### config.mk
export PLATFORM = sky130hd
export DESIGN_NAME = jtag_burst_bridge
export DESIGN_NICKNAME = d
export VERILOG_FILES = /design/src/rtl/jtag_bridge_pkg.sv /design/src/rtl/jtag_mmio_regfile.sv /design/src/rtl/jtag_burst_bridge.sv
export SDC_FILE = /design/constraint.sdc
export NUM_CORES = 1
export LEC_CHECK = 0
export CAP_MARGIN = 20
export CORE_MARGIN = 5
export CORE_UTILIZATION = 47
export DETAILED_ROUTE_END_ITERATION = 10
export HOLD_SLACK_MARGIN = 0.06
export PLACE_DENSITY = 0.71
export SETUP_SLACK_MARGIN = 0.3
export SLEW_MARGIN = 20
export SYNTH_ARGS = -nofsm -noshare
export SYNTH_HDL_FRONTEND = slang
export SYNTH_SLANG_ARGS = --single-unit
### constraint.sdc
create_clock -name tck -period 9.2 [get_ports tck]
set_input_delay 2.76 -clock tck [delete_from_list [all_inputs] [get_ports tck]]
set_output_delay 2.76 -clock tck [all_outputs]
set_load 0.02 [all_outputs]
### src/rtl/jtag_bridge_pkg.sv
`default_nettype none
// ============================================================================
//  Module   : jtag_bridge_pkg
//  Purpose  : Shared definitions for the JTAG burst bridge. Holds the virtual-IR
//             instruction codes, the REG_OP status-byte bit positions, the
//             register index that clears the sticky error, and a helper that
//             assembles the status byte.
//  Revision : 1.0 - initial release
// ============================================================================
package jtag_bridge_pkg;

    // Virtual IR instruction codes. Code 3'b111 is deliberately absent and is
    // decoded as BYPASS by the bridge.
    typedef enum logic [2:0] {
        INS_BYPASS    = 3'b000,
        INS_REG_OP    = 3'b001,
        INS_READ_MEM  = 3'b010,
        INS_WRITE_MEM = 3'b011,
        INS_SET_PTR   = 3'b100,
        INS_BURST_WR  = 3'b101,
        INS_BURST_RD  = 3'b110
    } jtag_ins_e;

    // Bit positions inside the REG_OP capture byte
    localparam int STAT_BUSY_BIT = 0;
    localparam int STAT_DONE_BIT = 1;
    localparam int STAT_ERR_BIT  = 2;

    // REG_OP index that clears the sticky error instead of writing a register
    localparam logic [7:0] REG_CLR_ERR = 8'hFF;

    function automatic logic [7:0] status_byte(input logic err,
                                               input logic done,
                                               input logic busy);
        logic [7:0] s;
        s                = 8'h00;
        s[STAT_ERR_BIT]  = err;
        s[STAT_DONE_BIT] = done;
        s[STAT_BUSY_BIT] = busy;
        return s;
    endfunction

endpackage

`default_nettype wire

### src/rtl/jtag_mmio_regfile.sv
`default_nettype none
// ============================================================================
//  Module   : jtag_mmio_regfile
//  Purpose  : NREGS x 8-bit configuration register file with a single write
//             port, flattened read-out and start_pulse generation.
//  Ports    : tck, aclr           - clock, async active-low reset
//             wr_en/wr_idx/wr_data - write port (idx must be < NREGS to act)
//             cfg_regs            - reg i at [8i+7:8i]
//             start_pulse         - one-tck pulse, coincident with the update
//                                   of reg START_IDX when written with bit0=1
//  Revision : 1.0 - initial release
// ============================================================================
module jtag_mmio_regfile
    import jtag_bridge_pkg::*;
#(
    parameter int NREGS     = 16,
    parameter int START_IDX = 6
)(
    input  logic               tck,
    input  logic               aclr,
    input  logic               wr_en,
    input  logic [7:0]         wr_idx,
    input  logic [7:0]         wr_data,
    output logic [NREGS*8-1:0] cfg_regs,
    output logic               start_pulse
);

    logic [7:0] r_regs [NREGS];
    logic       r_start_pulse;

    always_ff @(posedge tck or negedge aclr) begin
        if (!aclr) begin
            for (int i = 0; i < NREGS; i++) begin
                r_regs[i] <= 8'h00;
            end
            r_start_pulse <= 1'b0;
        end else begin
            // Pulse is registered alongside the register itself so software
            // sees the new value and the pulse in the same tck.
            r_start_pulse <= wr_en && (wr_idx == 8'(START_IDX)) && wr_data[0];
            for (int i = 0; i < NREGS; i++) begin
                if (wr_en && (wr_idx == 8'(i))) begin
                    r_regs[i] <= wr_data;
                end
            end
        end
    end

    generate
        for (genvar g = 0; g < NREGS; g++) begin : g_flat
            assign cfg_regs[8*g +: 8] = r_regs[g];
        end
    endgenerate

    assign start_pulse = r_start_pulse;

endmodule

`default_nettype wire

### src/rtl/jtag_burst_bridge.sv
`default_nettype none
// ============================================================================
//  Module   : jtag_burst_bridge
//  Purpose  : Virtual-JTAG to memory / config-register bridge with single-word
//             access plus an auto-incrementing pointer for burst streaming.
//             Everything runs on tck.
//  Ports    : tck, aclr                   - clock, async active-low reset
//             tdi, tdo                    - serial data in / out
//             ir_in, v_sdr/v_cdr/v_udr/v_uir - virtual IR and state qualifiers
//             mem_we/mem_addr/mem_wdata   - memory write port (addr also read)
//             mem_rdata                   - read data, one tck after mem_addr
//             hw_busy, hw_done            - datapath status for REG_OP capture
//             cfg_regs, start_pulse       - register file outputs
//  Revision : 1.0 - initial release
// ============================================================================
module jtag_burst_bridge
    import jtag_bridge_pkg::*;
#(
    parameter int ADDR_W    = 19,
    parameter int DATA_W    = 8,
    parameter int NREGS     = 16,
    parameter int START_IDX = 6
)(
    input  logic               tck,
    input  logic               aclr,
    input  logic               tdi,
    input  logic [2:0]         ir_in,
    input  logic               v_sdr,
    input  logic               v_cdr,
    input  logic               v_udr,
    input  logic               v_uir,
    output logic               tdo,
    output logic               mem_we,
    output logic [ADDR_W-1:0]  mem_addr,
    output logic [DATA_W-1:0]  mem_wdata,
    input  logic [DATA_W-1:0]  mem_rdata,
    input  logic               hw_busy,
    input  logic               hw_done,
    output logic [NREGS*8-1:0] cfg_regs,
    output logic               start_pulse
);

    localparam int                  C_MEM_DR_W  = ADDR_W + DATA_W;
    localparam int                  C_BCNT_W    = $clog2(DATA_W);
    // 2^ADDR_W - NREGS, formed without needing a wider-than-ADDR_W constant
    localparam logic [ADDR_W-1:0]   C_MMIO_BASE = {ADDR_W{1'b1}} - ADDR_W'(NREGS - 1);
    localparam logic [ADDR_W-1:0]   C_PTR_LAST  = C_MMIO_BASE - ADDR_W'(1);
    localparam logic [C_BCNT_W-1:0] C_BCNT_LAST = C_BCNT_W'(DATA_W - 1);
    localparam logic [8:0]          C_NREGS     = 9'(NREGS);

    jtag_ins_e             w_ir;

    logic                  r_bypass;
    logic [15:0]           r_reg_dr;
    logic [C_MEM_DR_W-1:0] r_mem_dr;
    logic [ADDR_W-1:0]     r_ptr_dr;
    logic [DATA_W-1:0]     r_burst_dr;
    logic [ADDR_W-1:0]     r_ptr;
    logic [C_BCNT_W-1:0]   r_bcnt;
    logic                  r_err;
    logic                  r_mem_we;
    logic [ADDR_W-1:0]     r_wr_addr;
    logic [DATA_W-1:0]     r_wdata;

    logic [ADDR_W-1:0]     w_mem_addr_fld;
    logic [DATA_W-1:0]     w_mem_data_fld;
    logic [ADDR_W-1:0]     w_ptr_inc;
    logic                  w_ptr_wrap;
    logic                  w_word_done;
    logic [DATA_W-1:0]     w_burst_word;
    logic                  w_rf_we;
    logic [7:0]            w_rf_idx;
    logic [7:0]            w_rf_data;

    assign w_ir           = jtag_ins_e'(ir_in);
    assign w_mem_addr_fld = r_mem_dr[C_MEM_DR_W-1:DATA_W];
    assign w_mem_data_fld = r_mem_dr[DATA_W-1:0];

    // Pointer never enters the MMIO window: stepping off its top wraps to 0
    assign w_ptr_wrap   = (r_ptr == C_PTR_LAST);
    assign w_ptr_inc    = w_ptr_wrap ? '0 : r_ptr + ADDR_W'(1);
    assign w_word_done  = v_sdr && (r_bcnt == C_BCNT_LAST);
    assign w_burst_word = {tdi, r_burst_dr[DATA_W-1:1]};

    // Register-file write port: REG_OP update or WRITE_MEM into the MMIO window
    always_comb begin
        w_rf_we   = 1'b0;
        w_rf_idx  = r_reg_dr[15:8];
        w_rf_data = r_reg_dr[7:0];
        if (v_udr) begin
            if (w_ir == INS_REG_OP) begin
                w_rf_we = ({1'b0, r_reg_dr[15:8]} < C_NREGS);
            end else if (w_ir == INS_WRITE_MEM && w_mem_addr_fld >= C_MMIO_BASE) begin
                w_rf_we   = 1'b1;
                w_rf_idx  = 8'(w_mem_addr_fld - C_MMIO_BASE);
                w_rf_data = 8'(w_mem_data_fld);
            end
        end
    end

    always_ff @(posedge tck or negedge aclr) begin
        if (!aclr) begin
            r_bypass   <= 1'b0;
            r_reg_dr   <= '0;
            r_mem_dr   <= '0;
            r_ptr_dr   <= '0;
            r_burst_dr <= '0;
            r_ptr      <= '0;
            r_bcnt     <= '0;
            r_err      <= 1'b0;
            r_mem_we   <= 1'b0;
            r_wr_addr  <= '0;
            r_wdata    <= '0;
        end else begin
            r_mem_we <= 1'b0;
            if (v_uir) begin
                r_bcnt <= '0;
            end

            case (w_ir)
                INS_REG_OP: begin
                    if (v_cdr) begin
                        r_reg_dr[7:0] <= status_byte(r_err, hw_done, hw_busy);
                    end else if (v_sdr) begin
                        r_reg_dr <= {tdi, r_reg_dr[15:1]};
                    end else if (v_udr && r_reg_dr[15:8] == REG_CLR_ERR) begin
                        r_err <= 1'b0;
                    end
                end

                INS_READ_MEM, INS_WRITE_MEM: begin
                    if (v_cdr) begin
                        r_mem_dr[DATA_W-1:0] <= mem_rdata;
                    end else if (v_sdr) begin
                        r_mem_dr <= {tdi, r_mem_dr[C_MEM_DR_W-1:1]};
                    end else if (v_udr && w_ir == INS_WRITE_MEM &&
                                 w_mem_addr_fld < C_MMIO_BASE) begin
                        r_mem_we  <= 1'b1;
                        r_wr_addr <= w_mem_addr_fld;
                        r_wdata   <= w_mem_data_fld;
                    end
                end

                INS_SET_PTR: begin
                    if (v_cdr) begin
                        r_ptr_dr <= r_ptr;          // lets the host read ptr back
                    end else if (v_sdr) begin
                        r_ptr_dr <= {tdi, r_ptr_dr[ADDR_W-1:1]};
                    end else if (v_udr) begin
                        if (r_ptr_dr >= C_MMIO_BASE) begin
                            r_ptr <= '0;
                            r_err <= 1'b1;
                        end else begin
                            r_ptr <= r_ptr_dr;
                        end
                    end
                end

                INS_BURST_WR: begin
                    if (v_cdr) begin
                        r_bcnt <= '0;
                    end else if (v_sdr) begin
                        r_burst_dr <= w_burst_word;
                        if (w_word_done) begin
                            r_bcnt    <= '0;
                            r_mem_we  <= (r_ptr < C_MMIO_BASE);
                            r_wr_addr <= r_ptr;
                            r_wdata   <= w_burst_word;
                            r_ptr     <= w_ptr_inc;
                            if (w_ptr_wrap) begin
                                r_err <= 1'b1;
                            end
                        end else begin
                            r_bcnt <= r_bcnt + C_BCNT_W'(1);
                        end
                    end
                end

                INS_BURST_RD: begin
                    // Loading a word advances ptr, so mem_rdata for the next
                    // word has DATA_W tcks to settle before it is needed.
                    if (v_cdr || w_word_done) begin
                        r_burst_dr <= mem_rdata;
                        r_bcnt     <= '0;
                        r_ptr      <= w_ptr_inc;
                        if (w_ptr_wrap) begin
                            r_err <= 1'b1;
                        end
                    end else if (v_sdr) begin
                        r_burst_dr <= {tdi, r_burst_dr[DATA_W-1:1]};
                        r_bcnt     <= r_bcnt + C_BCNT_W'(1);
                    end
                end

                default: begin              // BYPASS and the unused code 3'b111
                    if (v_cdr) begin
                        r_bypass <= 1'b0;
                    end else if (v_sdr) begin
                        r_bypass <= tdi;
                    end
                end
            endcase
        end
    end

    // A pending write owns the address bus for its single tck
    always_comb begin
        mem_addr = '0;
        if (r_mem_we) begin
            mem_addr = r_wr_addr;
        end else begin
            case (w_ir)
                INS_READ_MEM, INS_WRITE_MEM: mem_addr = w_mem_addr_fld;
                INS_BURST_WR, INS_BURST_RD:  mem_addr = r_ptr;
                default:                     mem_addr = '0;
            endcase
        end
    end

    always_comb begin
        tdo = r_bypass;
        case (w_ir)
            INS_REG_OP:                  tdo = r_reg_dr[0];
            INS_READ_MEM, INS_WRITE_MEM: tdo = r_mem_dr[0];
            INS_SET_PTR:                 tdo = r_ptr_dr[0];
            INS_BURST_WR, INS_BURST_RD:  tdo = r_burst_dr[0];
            default:                     tdo = r_bypass;
        endcase
    end

    assign mem_we    = r_mem_we;
    assign mem_wdata = r_wdata;

    jtag_mmio_regfile #(
        .NREGS     (NREGS),
        .START_IDX (START_IDX)
    ) u_regfile (
        .tck         (tck),
        .aclr        (aclr),
        .wr_en       (w_rf_we),
        .wr_idx      (w_rf_idx),
        .wr_data     (w_rf_data),
        .cfg_regs    (cfg_regs),
        .start_pulse (start_pulse)
    );

endmodule

`default_nettype wire

**Port wiring**

Scale: 3 px per um.
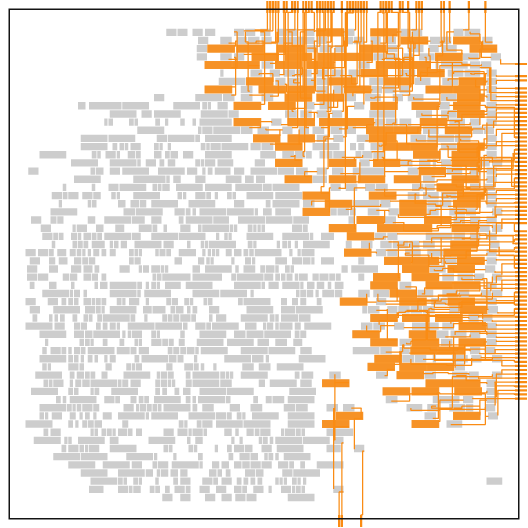
- cfg_regs: orange (direction output; end cells 128; buffers 128; wire 4,990 um)

**Wiring by layer**

Scale: 2 px per um. Only two layers are drawn.
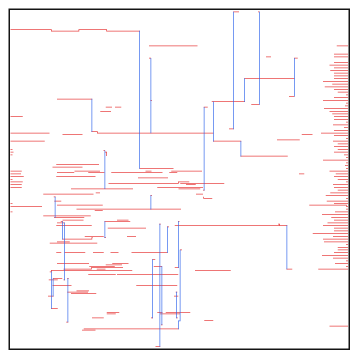
- metal 3: red (wire length 1,990 um)
- metal 4: blue (wire length 688 um)

==> deck_impl_summary.md <==
Implementation Results

Global route
  – Initial antenna violation count: 0
  – Number of global-route vias before repair: 8,640
  – Met2 GRT Util: about 34%
  – GRT met3 Usage: under 10%

Final layout
  – Largest cell class by area: sequential cells
  – Seq area share: between 40% and 50%
  – Most frequent logic cells in the routed design: dfrtp_1, clkdlybuf4s50_1, nand2_1
  – Number of clock-tree buffers in the layout: 36
  – Non-clk buf share: 12.66%
  – Comb area share: 35.52%
  – Final core area utilization: 58.73%

Floorplanning
  – Die Y: 169.3 um
  – Fp util: 47.50%
  – Std cell rows: 58
  – Total die size: 28,660 sq um

Setup path
  – Crit-path max cell delay: 800 ps
  – Internal reg-to-reg setup slack: 5980 ps
  – WP data required: 6440 ps
  – WP buf/inv: 2
  – Critical R2R Capture: u_regfile.cfg_regs[30]

STA
  – Max Fclk: approximately 120 MHz

Yosys
  – Register area share after synthesis: 52.66%
  – Area leader, netlist: dfrtp_1
  – Yosys simple share: 11.08%
  – Fa+ha+maj area frac: 0.5036%
  – Flops out of synthesis: around 250
  – Top-count cell post-synth: dfrtp_1
  – Yosys cell count: 1,045
  – Synth Warn #: 0
  – Post-synth EDFFs: 0

Route
  – Wire per inst: 20.45 um
  – Max layer used: met4
  – 1st-iter DRT viols: 853
  – Met3 WL: about 2.0 mm

CTS
  – Cts repair resizes: 0

Power
  – Max VDD drop: 0.0001402 V

Placed design
  – Port Buffers: roughly 180

Outcome
  – Outcome: complete, no violations
Power figures rest on the tool's default switching activity, not on a simulated workload.
